$ cat src/rtl/adt7420_sample_scheduler.sv
// adt7420_sample_scheduler
// Schedules periodic ADT7420 temperature reads through the I2C master, waits
// out sensor power-up, supervises each read for bus errors and timeouts,
// averages good samples over 4 taps and derives a hysteretic fan request.
//
// Ports (clk_200kHz domain):
//    clk_200kHz   in   system clock
//    reset_n      in   synchronous active-low reset
//    rd_req       out  one-cycle read request to the I2C master
//    rd_done      in   one-cycle pulse, read finished and rd_data valid
//    rd_ack_err   in   one-cycle pulse, NACK or bus error on current read
//    rd_data      in   raw temperature register, [15:3] signed 13-bit temp
//    temperature  out  signed 4-sample average, 0.0625 C/LSB
//    temp_valid   out  at least one good sample has been averaged
//    fan_on       out  hysteretic fan request, forced high during fault
//    fault        out  MAX_ERR consecutive failed reads
//    sample_cnt   out  good samples taken, wraps 255 -> 0
module adt7420_sample_scheduler #(
   parameter logic        [11:0] POWER_UP_TIME = 12'd1950,
   parameter logic        [15:0] SAMPLE_PERIOD = 16'd20000,
   parameter logic        [11:0] TIMEOUT       = 12'd1000,
   parameter logic signed [12:0] T_ON          = 13'sd480,
   parameter logic signed [12:0] T_OFF         = 13'sd432,
   parameter logic        [1:0]  MAX_ERR       = 2'd3
) (
   input  logic               clk_200kHz,
   input  logic               reset_n,
   output logic               rd_req,
   input  logic               rd_done,
   input  logic               rd_ack_err,
   input  logic        [15:0] rd_data,
   output logic signed [12:0] temperature,
   output logic               temp_valid,
   output logic               fan_on,
   output logic               fault,
   output logic        [7:0]  sample_cnt
);

   localparam logic [2:0] POWERUP = 3'd0;
   localparam logic [2:0] REQ     = 3'd1;
   localparam logic [2:0] WAIT    = 3'd2;
   localparam logic [2:0] PROCESS = 3'd3;
   localparam logic [2:0] FAIL    = 3'd4;
   localparam logic [2:0] IDLE    = 3'd5;

   // Sign-extend a 13-bit sample to the 15-bit accumulator width.
   function automatic logic signed [14:0] ext15(input logic signed [12:0] v);
      return {{2{v[12]}}, v};
   endfunction

   logic        [2:0]  stateR;
   logic        [15:0] cntR;
   logic        [1:0]  errCntR;
   logic signed [12:0] sampleR;
   logic signed [12:0] tapR     [0:3];
   logic signed [12:0] tapNextS [0:3];
   logic signed [14:0] sumS;
   logic signed [12:0] avgS;
   logic        [16:0] cntPlusS;
   logic        [1:0]  errNextS;
   logic        [2:0]  unusedLsbS;

   // The three low register bits carry flags, not temperature.
   assign unusedLsbS = rd_data[2:0];

   // Next tap contents, averaged value, saturating error count and counter+1.
   always_comb begin
      cntPlusS = {1'b0, cntR} + 17'd1;
      if (!temp_valid) begin
         // First good sample since reset fills every tap so the average starts settled.
         for (int i = 0; i < 4; i++) begin
            tapNextS[i] = sampleR;
         end
      end else begin
         tapNextS[0] = sampleR;
         tapNextS[1] = tapR[0];
         tapNextS[2] = tapR[1];
         tapNextS[3] = tapR[2];
      end
      sumS = ext15(tapNextS[0]) + ext15(tapNextS[1]) + ext15(tapNextS[2]) + ext15(tapNextS[3]);
      // Bits [14:2] of the signed sum equal sum >>> 2 truncated to 13 bits.
      avgS = sumS[14:2];
      if (errCntR != MAX_ERR) begin
         errNextS = errCntR + 2'd1;
      end else begin
         errNextS = errCntR;
      end
   end

   // Sequencer: power-up wait, request, supervised wait, process/fail, idle dwell.
   always_ff @(posedge clk_200kHz) begin
      if (!reset_n) begin
         stateR      <= POWERUP;
         cntR        <= 16'd0;
         errCntR     <= 2'd0;
         sampleR     <= 13'sd0;
         rd_req      <= 1'b0;
         temperature <= 13'sd0;
         temp_valid  <= 1'b0;
         fault       <= 1'b0;
         sample_cnt  <= 8'd0;
         for (int i = 0; i < 4; i++) begin
            tapR[i] <= 13'sd0;
         end
      end else begin
         rd_req <= 1'b0;
         case (stateR)
            POWERUP: begin
               if (cntPlusS >= {5'd0, POWER_UP_TIME}) begin
                  stateR <= REQ;
                  rd_req <= 1'b1;
                  cntR   <= 16'd0;
               end else begin
                  cntR <= cntPlusS[15:0];
               end
            end
            REQ: begin
               stateR <= WAIT;
               cntR   <= 16'd0;
            end
            WAIT: begin
               // A bus error wins over a simultaneous completion.
               if (rd_ack_err) begin
                  stateR <= FAIL;
               end else if (rd_done) begin
                  sampleR <= rd_data[15:3];
                  stateR  <= PROCESS;
               end else if (cntPlusS >= {5'd0, TIMEOUT}) begin
                  stateR <= FAIL;
               end else begin
                  cntR <= cntPlusS[15:0];
               end
            end
            PROCESS: begin
               for (int i = 0; i < 4; i++) begin
                  tapR[i] <= tapNextS[i];
               end
               temperature <= avgS;
               temp_valid  <= 1'b1;
               sample_cnt  <= sample_cnt + 8'd1;
               errCntR     <= 2'd0;
               fault       <= 1'b0;
               stateR      <= IDLE;
               cntR        <= 16'd0;
            end
            FAIL: begin
               errCntR <= errNextS;
               fault   <= (errNextS == MAX_ERR);
               stateR  <= IDLE;
               cntR    <= 16'd0;
            end
            IDLE: begin
               if (cntPlusS >= {1'b0, SAMPLE_PERIOD}) begin
                  stateR <= REQ;
                  rd_req <= 1'b1;
                  cntR   <= 16'd0;
               end else begin
                  cntR <= cntPlusS[15:0];
               end
            end
            default: begin
               stateR <= POWERUP;
               cntR   <= 16'd0;
            end
         endcase
      end
   end

   // Fan decision trails the registered temperature/fault by one cycle.
   always_ff @(posedge clk_200kHz) begin
      if (!reset_n) begin
         fan_on <= 1'b0;
      end else if (fault) begin
         fan_on <= 1'b1;
      end else if (!temp_valid) begin
         fan_on <= 1'b0;
      end else if (temperature >= T_ON) begin
         fan_on <= 1'b1;
      end else if (temperature <= T_OFF) begin
         fan_on <= 1'b0;
      end else begin
         fan_on <= fan_on;
      end
   end

endmodule

$ cat config.mk
export PLATFORM = sky130hd
export DESIGN_NAME = adt7420_sample_scheduler
export DESIGN_NICKNAME = d
export VERILOG_FILES = /design/src/rtl/adt7420_sample_scheduler.sv
export SDC_FILE = /design/constraint.sdc
export NUM_CORES = 1
export LEC_CHECK = 0
export CORE_MARGIN = 2
export CORE_UTILIZATION = 45
export DETAILED_ROUTE_END_ITERATION = 7
export GPL_TIMING_DRIVEN = 0
export HOLD_SLACK_MARGIN = 0.12
export MAX_ROUTING_LAYER = met4
export PLACE_DENSITY = 0.64
export SKIP_CTS_REPAIR_TIMING = 1
export SYNTH_ARGS = -nofsm -noshare
export SYNTH_HDL_FRONTEND = slang
export SYNTH_SLANG_ARGS = --single-unit
$ cat constraint.sdc
create_clock -name clk_200kHz -period 6.8 [get_ports clk_200kHz]
set_input_delay 0.68 -clock clk_200kHz [delete_from_list [all_inputs] [get_ports clk_200kHz]]
set_output_delay 0.68 -clock clk_200kHz [all_outputs]
set_load 0.03 [all_outputs]
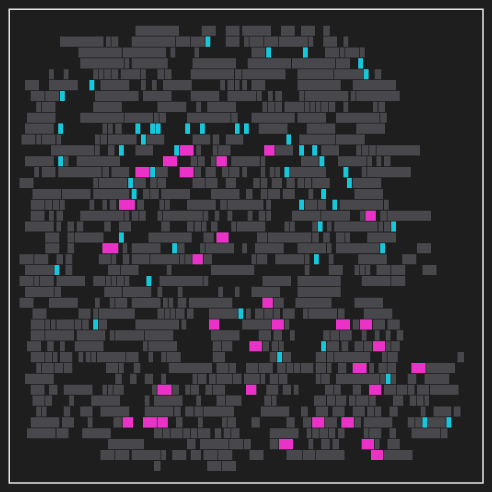
*Gate families picked out, run 1*
Scale: 4 px per µm.
cyan -> inverters  # cells 47, most used inv_1
magenta -> AND-OR and OR-AND gates  # cells 31, most used a31o_2
share of cell area taken by multi-input logic gates: 0.463
final non-filler cell total: 869
most common logic cell in the routed design: nor2_1

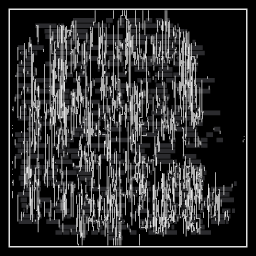
*M2 wires, run 1*
Scale: 2 px per µm.
nets with wire on the layer = 642
wire length on this layer = 6600 µm
main direction = vertical

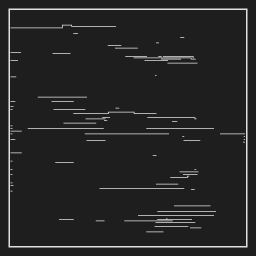
*Metal 3, run 1*
Scale: 2 px per µm.
longest straight run = 42.1 µm
wire length on this layer = 791 µm
nets with wire on the layer = 53
share of all routed wire = 5.5%
main direction = horizontal

==> notes.md, run 1 <==
This note records the results obtained with Yosys and OpenROAD.

Critical path
The signal on the critical path passes through buf_2 -> buf_1 -> buf_1 -> a21oi_1 -> fa_1 -> inv_1 -> fa_1 -> inv_1 -> or3_1 -> fa_1 -> nor2b_1 -> o21ai_0 -> a21boi_0 -> o41ai_1 -> o21ai_0 -> o41a_1 -> xnor2_1 -> o21ai_0. STA classifies the critical path endpoint as a flop. The critical path maximum fanout is 10. The nature of the critical path startpoint is a flop. The critical path contains buffers and inverters numbering 5 combined. STA lists the startpoint of the worst register-to-register path as temp_valid.

By startpoint and endpoint, the worst setup path is classified as reg -> reg. The worst-path cell with the longest stage delay is buf_1. Per the timing report, the most critical flop-to-flop path finishes at temperature[11]. At the worst endpoint, the required time is 7.02 ns. The largest incremental delay on the critical path is 0.55 ns. The timing report attributes the biggest portion of critical-path delay to adder cells. STA shows the worst reg2reg path with a cell count of 18. The arrival time of the worst setup path is 5.46 ns.

Run status
The run finished with clean final reports.

Cells and area
The number of non-clock buffers is 79. For this run, the share of the core covered by cells in the final layout is 0.539. The finished cells cover 6830 µm². The footprint of the multi-input gates is 3160 µm². Counting the fill cells in the layout gives 1173. The final layout contains 754 nets. The area-dominant cell class after layout is logic gates.

0 antenna diodes ended up in the layout. The sequential standard cell area is 2350 µm². Per the final report, the share of cell area in clock cells is 0.0467.

The fraction of layout instances using a drive strength above 1 is 0.0703. The non-clock buffer contribution to total cell area is 0.0881. The number of non-clock inverters in the layout is 47. The clock buffer instance count of the final layout is 15. The number of sequential cells reported for the layout is 98. The number of multi-input combinational cells is 457. In this run the layout overhead on the synthesized area is reported as 16.6%. Registers represent a cell area share of 0.344.

GRT
The total congestion overflow is 0. The global routing report lists combined usage of all routing layers as 0.220. The initial antenna violation count is 0.

The global routing report lists met3 layer usage as 0.0426. met1 track demand over resource after global routing is 0.291. Routing resource usage on met2 recorded by global route was 0.333. Entering global routing, the biggest net connects 25 pins.

Global routing put the most usage on met2. The first global-routing pass estimated 23.6 mm of wire.

Logic synthesis
The count of synthesis-stage warnings from yosys is 0. After synthesis, the share of flip-flops with an asynchronous set or reset is 0. Per the synth stats, the flop cell with the highest instance count is dfxtp_1. The net count after synthesis is 701. The number of cells produced by synthesis is 639. Dividing the synthesized area by the synthesized cell count gives 9.16 µm². Summing every instance area after synthesis gives 5850 µm².

After synthesis, the design contains 639 cells according to Yosys. For this run, the register share of the synthesized area comes to 0.402. The post-synthesis sequential element count is 98. Yosys reports a chip area of 5850 µm². The post-synth count of flops with an enable pin is 39.

Route
The remaining antenna violation count is 0. The post-route DRC violation count is 0. Per the detail_route log, met2 wirelength is 6.60 mm. The post-detailed-routing wire length is 14.3 mm. The wire length on met3 is 790 µm.

The detailed router used layers up to and including met4. The routed metal-1 wire length is 6.56 mm. After the first detailed-routing iteration, the DRC count stood at 281.

The routed design shows a wire length per standard cell of 16.4 µm. The detailed-route vias per instance is 5.49. The final route contains 4772 vias. The first-pass detailed-route iteration total is 5.

Place
Detailed placement finished with a half-perimeter wire length of 10.4 mm. Once placement completed, the tool counted placed cells totaling 853. As logged by OpenROAD, the buffers inserted on ports number 41.

The final RePlAce weighted congestion is 0.897. Once placement finished, the instance area stood at 6510 µm².

Die
The vertical extent of the die is 118 µm. At the floorplan stage, the core utilization is reported as 0.462. The row count is 41.

The floorplan report lists the tap cell count as 172. According to the floorplan report, the placeable core area is 12700 µm². Per the OpenROAD floorplan log, the area of the die is 13900 µm².

Clock network
The number of clock sinks is 98. The clock slew at the register clock pins of the worst setup and hold paths is 0.07 ns. In this run the clock root is driven by a clkbuf_16.

The clock tree from TritonCTS is done. The total CTS buffers is 9. The CTS H-tree depth is 3. Per the CTS log, the buffer count on the longest clock path is 2.

Power
The part of the total power dissipated in sequential elements is 0.421. The power report attributes to the combinational group a share of 0.233. The static power due to leakage is 2.59 nW. Looking at the VDD voltage map, the peak drop is 0.000141 V.

The flow reports power dissipated in sequential cells as 0.668 mW. For the combinational group, total power comes out at 0.370 mW. The design draws 1.59 mW. The power share of the clock group is 0.346. The total power density per cell area is 232 nW/µm².

STA
The last timing report of the flow puts the setup violation total at 0. For the pin with the worst max-slew slack, the measured transition is 0.997 ns. The final clock period utilization by the worst path is 0.770. In the final report, the number of hold violations comes to 0. Setup repair after global routing left no endpoint under its margin. Setup total negative slack on the finished layout was measured at 0 ns. The final hold slack is 0.473 ns.

The highest clock rate is 0.191 GHz. The max-slew violation total from the final report is 0. The clock arrives with 0.00656 ns of skew. The worst slew slack as a fraction of its limit is 0.335.

The final critical-path required period is 5.24 ns. The final worst slack is 1.56 ns.

Worst hold path
Along the worst hold path, the cell count comes to 2. The endpoint with the worst hold slack is temperature[8]. The worst min-delay path class is reg -> reg. In this run the most critical hold path is launched from temperature[8].

Job
The max-capacitance violation count is 0. Summing over the stages, the warning tally comes to 30.
==> run 1: synth_stat cells, types with 3 or more instances <==
cell	instances	area [µm²]
nor2_1	92	345
a21oi_1	59	295
dfxtp_1	59	1180
inv_1	46	173
nand2_1	46	173
edfxtp_1	39	1170
fa_1	27	541
o21ai_0	23	115
nand3_1	18	90.1
clkbuf_1	16	60.1
xnor2_1	16	140
ha_1	15	188
mux2i_1	15	150
buf_2	13	65.1
nor3_1	9	45.0
o41ai_1	9	78.8
xor2_1	9	78.8
nor4_1	8	50.1
a31o_2	7	61.3
and3_1	7	43.8
nand4_1	7	43.8
and2_1	6	37.5
buf_1	6	22.5
nand2b_1	6	37.5
nor2b_1	6	37.5
a21o_1	5	37.5
a31oi_1	4	25.0
o21a_1	4	30.0
or3_1	4	25.0
a21boi_0	3	22.5
a311oi_1	3	26.3
and4_1	3	26.3
o211ai_1	3	22.5
o21ba_2	3	30.0
==> run 1: tightest hold or removal path, cell delays in order, from the launching register on <==
cell and delay (ns):
dfxtp_1 0.32, nand2_1 0.05, a21oi_1 0.05
==> run 1: sequential cells by signal, summed over array words and instances, names as in the netlist, 2 cells and up <==
name,count
stateR,3
sampleR,13
cntR,16
sample_cnt,8
tapR,39
temperature,13
errCntR,2
==> run 1: cell families (layout without fill, tap and decap cells) <==
logic type,count (synthesis),after routing,share of synthesized area
mux,16,16,0.0276
simple gates,227,227,0.186
xor+xnor,25,25,0.0374
buf+inv,84,142,0.0581
fa+ha+maj,42,42,0.124
compound gates,147,147,0.165
flops,98,98,0.402
==> run 1: how the worst max path moves through the flow <==
stage	cells past startpoint	endpoint	slack, ns
detailed placement	18	temperature[11]	1.56
global placement	18	temperature[11]	1.63
CTS	18	temperature[11]	1.54
finish	18	temperature[11]	1.56
floorplan	18	temperature[11]	2.34
global route	18	temperature[11]	1.20
--- run 2 (diff from run 1) ---
Settings changed: PLACE_DENSITY 0.64 to 0.67.
Clock period 6.8 ns to 4.25 ns, I/O delays scaled along.
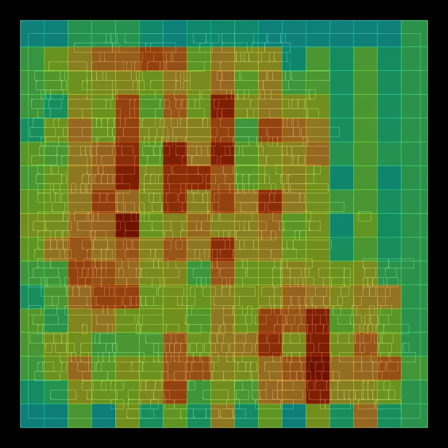
*Congestion heat map, run 2*
global-route met3 utilization: 0.0388
detail-routed net length per standard cell: 16.8 µm
grt peak-use layer: met2
global-route track usage on met2: 0.347
global-route total usage across every layer: 0.221

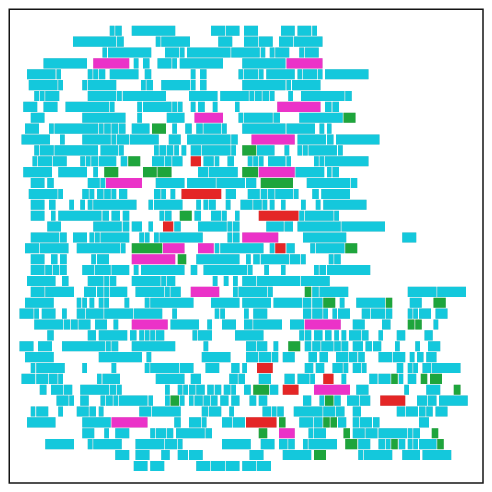
*Cells by drive strength, run 2*
Scale: 4 px per µm.
green -> _2 cells  # cells 37, most used buf_2
magenta -> _6 and larger  # cells 17, most used clkbuf_16
red -> _3 and _4 cells  # cells 10, most used buf_4
cyan -> _0 and _1 cells  # cells 634, most used nor2_1

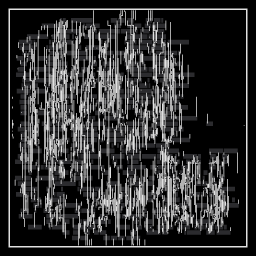
*M2 wires, run 2*
Scale: 2 px per µm.
share of all routed wire = 48%
wire length on this layer = 6970 µm
longest straight run = 62.6 µm
nets with wire on the layer = 648
count of vias placed by the detailed router: 4843
Post-Route WL: 14.6 mm

==> run 2 against run 1 <==
Net effect:
- sequential power rose by about 60%
- combinational power rose by 64%
- register-to-register slack got worse by 1.4 ns
- power rose by 65%
- global-route usage barely moved
- clock-buffer cell count fell by 4
- routed wire length rose by 2.3%
- maximum frequency rose by 27%
- die size did not move
- clock skew rose by 0.0015 ns
- flip-flop count did not move
- setup slack got worse by 1.4 ns
==> notes.md, run 2 <==
This note records the results obtained with Yosys and OpenROAD.

Clock network
The maximum buffer depth of the clock tree was 2 (unchanged). Clock tree synthesis selected as its root buffer the cell clkbuf_16. The clock tree from TritonCTS is done. The number of clock sinks is 98 (unchanged).

The clock slew at the register clock pins of the worst setup and hold paths is 0.07 ns (about the same). The total CTS buffers is 9 (unchanged). The insertion delay at the late pin of the worst-skew pair is 0.36 ns. The CTS H-tree depth is 3 (unchanged).

GRT
The number of global-route vias before repair is 4710. The met1 global-route usage was 0.288 (-0.00336). The initial antenna violation count is 0 (unchanged).

The total congestion overflow was 0 (unchanged). The global-route wire length before repair came to 23.8 mm (+0.64%). The pin count of the biggest net entering global routing is 40 (+60%).

Logic synthesis
For this run the top cell type by instance count after synthesis was nor2_1. The post-synthesis sequential element count came to 98 (unchanged). Looking at the cell usage after synthesis, the top flip-flop cell is dfxtp_1. Ranked by total cell area, the synthesized netlist is headed by dfxtp_1, edfxtp_1, fa_1. The post-synthesis cell count from yosys is 639 (unchanged). The net count after synthesis is 701 (unchanged). The fraction of registers with async set/reset is 0 (unchanged).

The count of synthesis-stage warnings from yosys is 0 (unchanged). Counting distinct cell types in the post-synthesis netlist gives 66. The fraction of post-synthesis cell area in the top cell type by area is 0.202 (unchanged).

Counting instances in the post-synthesis netlist gives the leading cell types as nor2_1, a21oi_1, dfxtp_1. The number of cells produced by synthesis came to 639 (unchanged). The mean area per synthesized cell came to 9.16 µm² (unchanged). The netlist area before placement came to 5850 µm² (unchanged). The count of library flops with an enable pin came to 39 (unchanged). The largest total area in the synthesized netlist belongs to dfxtp_1.

The part of the Yosys area used for sequential elements is 0.402 (unchanged). The chip area line of the yosys report is 5850 µm² (unchanged).

Route
The met2 layer wire length in the routed design is 6.97 mm (+5.7%). The routed metal-1 wire length is 6.65 mm (+1.4%). In this run the top signal layer used is met4. The detailed router's first-iteration violation count is 321 (+14%).

The first-pass detailed-route iteration total is 5 (unchanged). The post-route DRC violation count came to 0 (unchanged). The wire length on met3 is 603 µm (-24%). The detailed-route vias per instance is 5.57 (+1.4%). The remaining antenna violation count is 0 (unchanged).

Die
The core utilization before placement is 0.462 (unchanged). The row count was 41 (unchanged). The vertical extent of the die is 118 µm (unchanged).

The width of the die is 118 µm. The chip area is 13900 µm² (unchanged). The floorplan report gives the top-level pin count as 45.

The core region area is 12700 µm² (unchanged).

Cells and area
The most numerous logic cell after layout is nor2_1. The count of inserted antenna diode cells is 0 (unchanged). The number of flip-flops in the largest register came to 39 (unchanged).

The number of fill cells is 1160 (-1.1%). The largest registers in the layout are tapR (39), cntR (16). The fraction of layout instances using a drive strength above 1 came to 0.0917 (+0.0214).

Ranking logic cells in the layout by count gives the top entries nor2_1, dfxtp_1, a21oi_1. The number of nets in the finished design is 755 (+0.13%). Between the synthesized netlist and the finished layout, the area growth was recorded as 18.7%. The register bank with the most flops is tapR.

Critical path
STA classifies the critical path endpoint as a flop. The classification of the worst setup path is reg -> reg. The critical path goes through buf_8 -> buf_4 -> nor2_1 -> a21oi_2 -> fa_1 -> fa_1 -> inv_1 -> ha_1 -> a21oi_1 -> o41ai_4 -> nor3_2 -> a21bo_2 -> o21ai_0 -> o41a_1 -> xnor2_1 -> a21oi_1.

The largest incremental delay on the critical path is 0.60 ns (+0.05 ns). The maximum fanout along the worst path came to 10 (unchanged). The largest individual stage delay along the critical path comes from the cell fa_1.

The data required time at the worst endpoint came to 4.47 ns (-2.55 ns). The arrival time of the worst setup path was 4.34 ns (-1.12 ns). The nature of the critical path startpoint is a flop.

The combined buffer and inverter count along the critical path was 3 (-2). The cell type group with the largest total delay on the critical path is adder cells.

STA
The maximum clock skew at final layout came to 0.00809 ns (+0.00153 ns). The final tally of setup violations is 0 (unchanged). The final clock period utilization by the worst path is 0.969 (+0.199). The worst slew slack as a fraction of its limit is 0.336 (+0.00103). The max-slew violation total from the final report was 0 (unchanged). The highest clock rate is 0.243 GHz (+27%). The final critical-path required period is 4.12 ns (-1.12 ns). The number of hold-slack violations in the final timing report is 0 (unchanged). The pin slew with the least headroom to its limit is 0.992 ns (-0.00505 ns). The setup TNS was 0 ns (unchanged).

Power
The static power due to leakage was 2.67 nW (+3.2%). The largest vdd supply drop came to 0.000211 V (+50%). The power consumption is 2.62 mW (+65%).

The total power density per cell area is 378 nW/µm² (+63%).

Run status
The run finished with clean final reports.

Job
The max-capacitance violation count is 0 (unchanged). The total number of warnings across the stage logs was 31 (+3.3%).

Worst hold path
The most critical min-delay path falls under reg -> reg.

Place
The total of buffers placed on input and output ports was 41 (unchanged). The final RePlAce weighted congestion was 0.939 (+4.8%). The half-perimeter wire length after placement was 10.3 mm (-0.78%).
==> run 2: cell counts after synthesis <==
Identical to the previous run, type by type.
==> run 2: stage by stage <==
stage          hold slack [ns]   util  worst slack [ns]  cells  area (µm²)
6_report                 0.490  0.548             0.131    870        6950
2_1_floorplan            0.452      -            0.0167    639        5860
5_1_grt                  0.505  0.548           -0.0204    870        6950
4_1_cts                  0.497  0.538            -0.654    868        6820
3_3_place_gp             0.469  0.512            -0.556    852        6480
3_5_place_dp             0.478  0.512            -0.573    852        6480
==> run 2: where the power goes <==
part	leakage [nW]	total, mW	internal [mW]	switching [mW]
logic	1.63	0.607	0.233	0.375
clock network	0.160	0.946	0.575	0.371
registers	0.880	1.07	1.03	0.0400
==> run 2: worst paths after layout <==
check / from / end / slack (ns) / cells after the start
worst max-delay path: temp_valid / temperature[12] / 0.13 / 16
worst min register to register: temperature[11] / temperature[11] / 0.49 / 2
worst min-delay path: temperature[11] / temperature[11] / 0.49 / 2
worst max register to register: temp_valid / temperature[12] / 0.13 / 16
==> run 2: cell families after synthesis <==
group / count (synthesis) / share of synthesized area
adder cells (fa/ha/maj): 42 / 0.124
buffers and inverters: 84 / 0.0581
flip-flops: 98 / 0.402
AND-OR/OR-AND: 147 / 0.165
XOR/XNOR: 25 / 0.0374
AND/OR/NAND/NOR: 227 / 0.186
multiplexers: 16 / 0.0276
==> run 2: layout make-up <==
cell class,instances,area (µm²),area share
Clock buffer,11,233,0.0335
Sequential cell,98,2350,0.339
Timing Repair Buffer,43,425,0.0612
Multi-Input combinational cell,457,3220,0.464
Inverter,47,176,0.0254
Tap cell,172,215,0.0310
Clock inverter,5,103,0.0148
Buffer,37,218,0.0313
Power figures rest on the tool's default switching activity, not on a simulated workload.
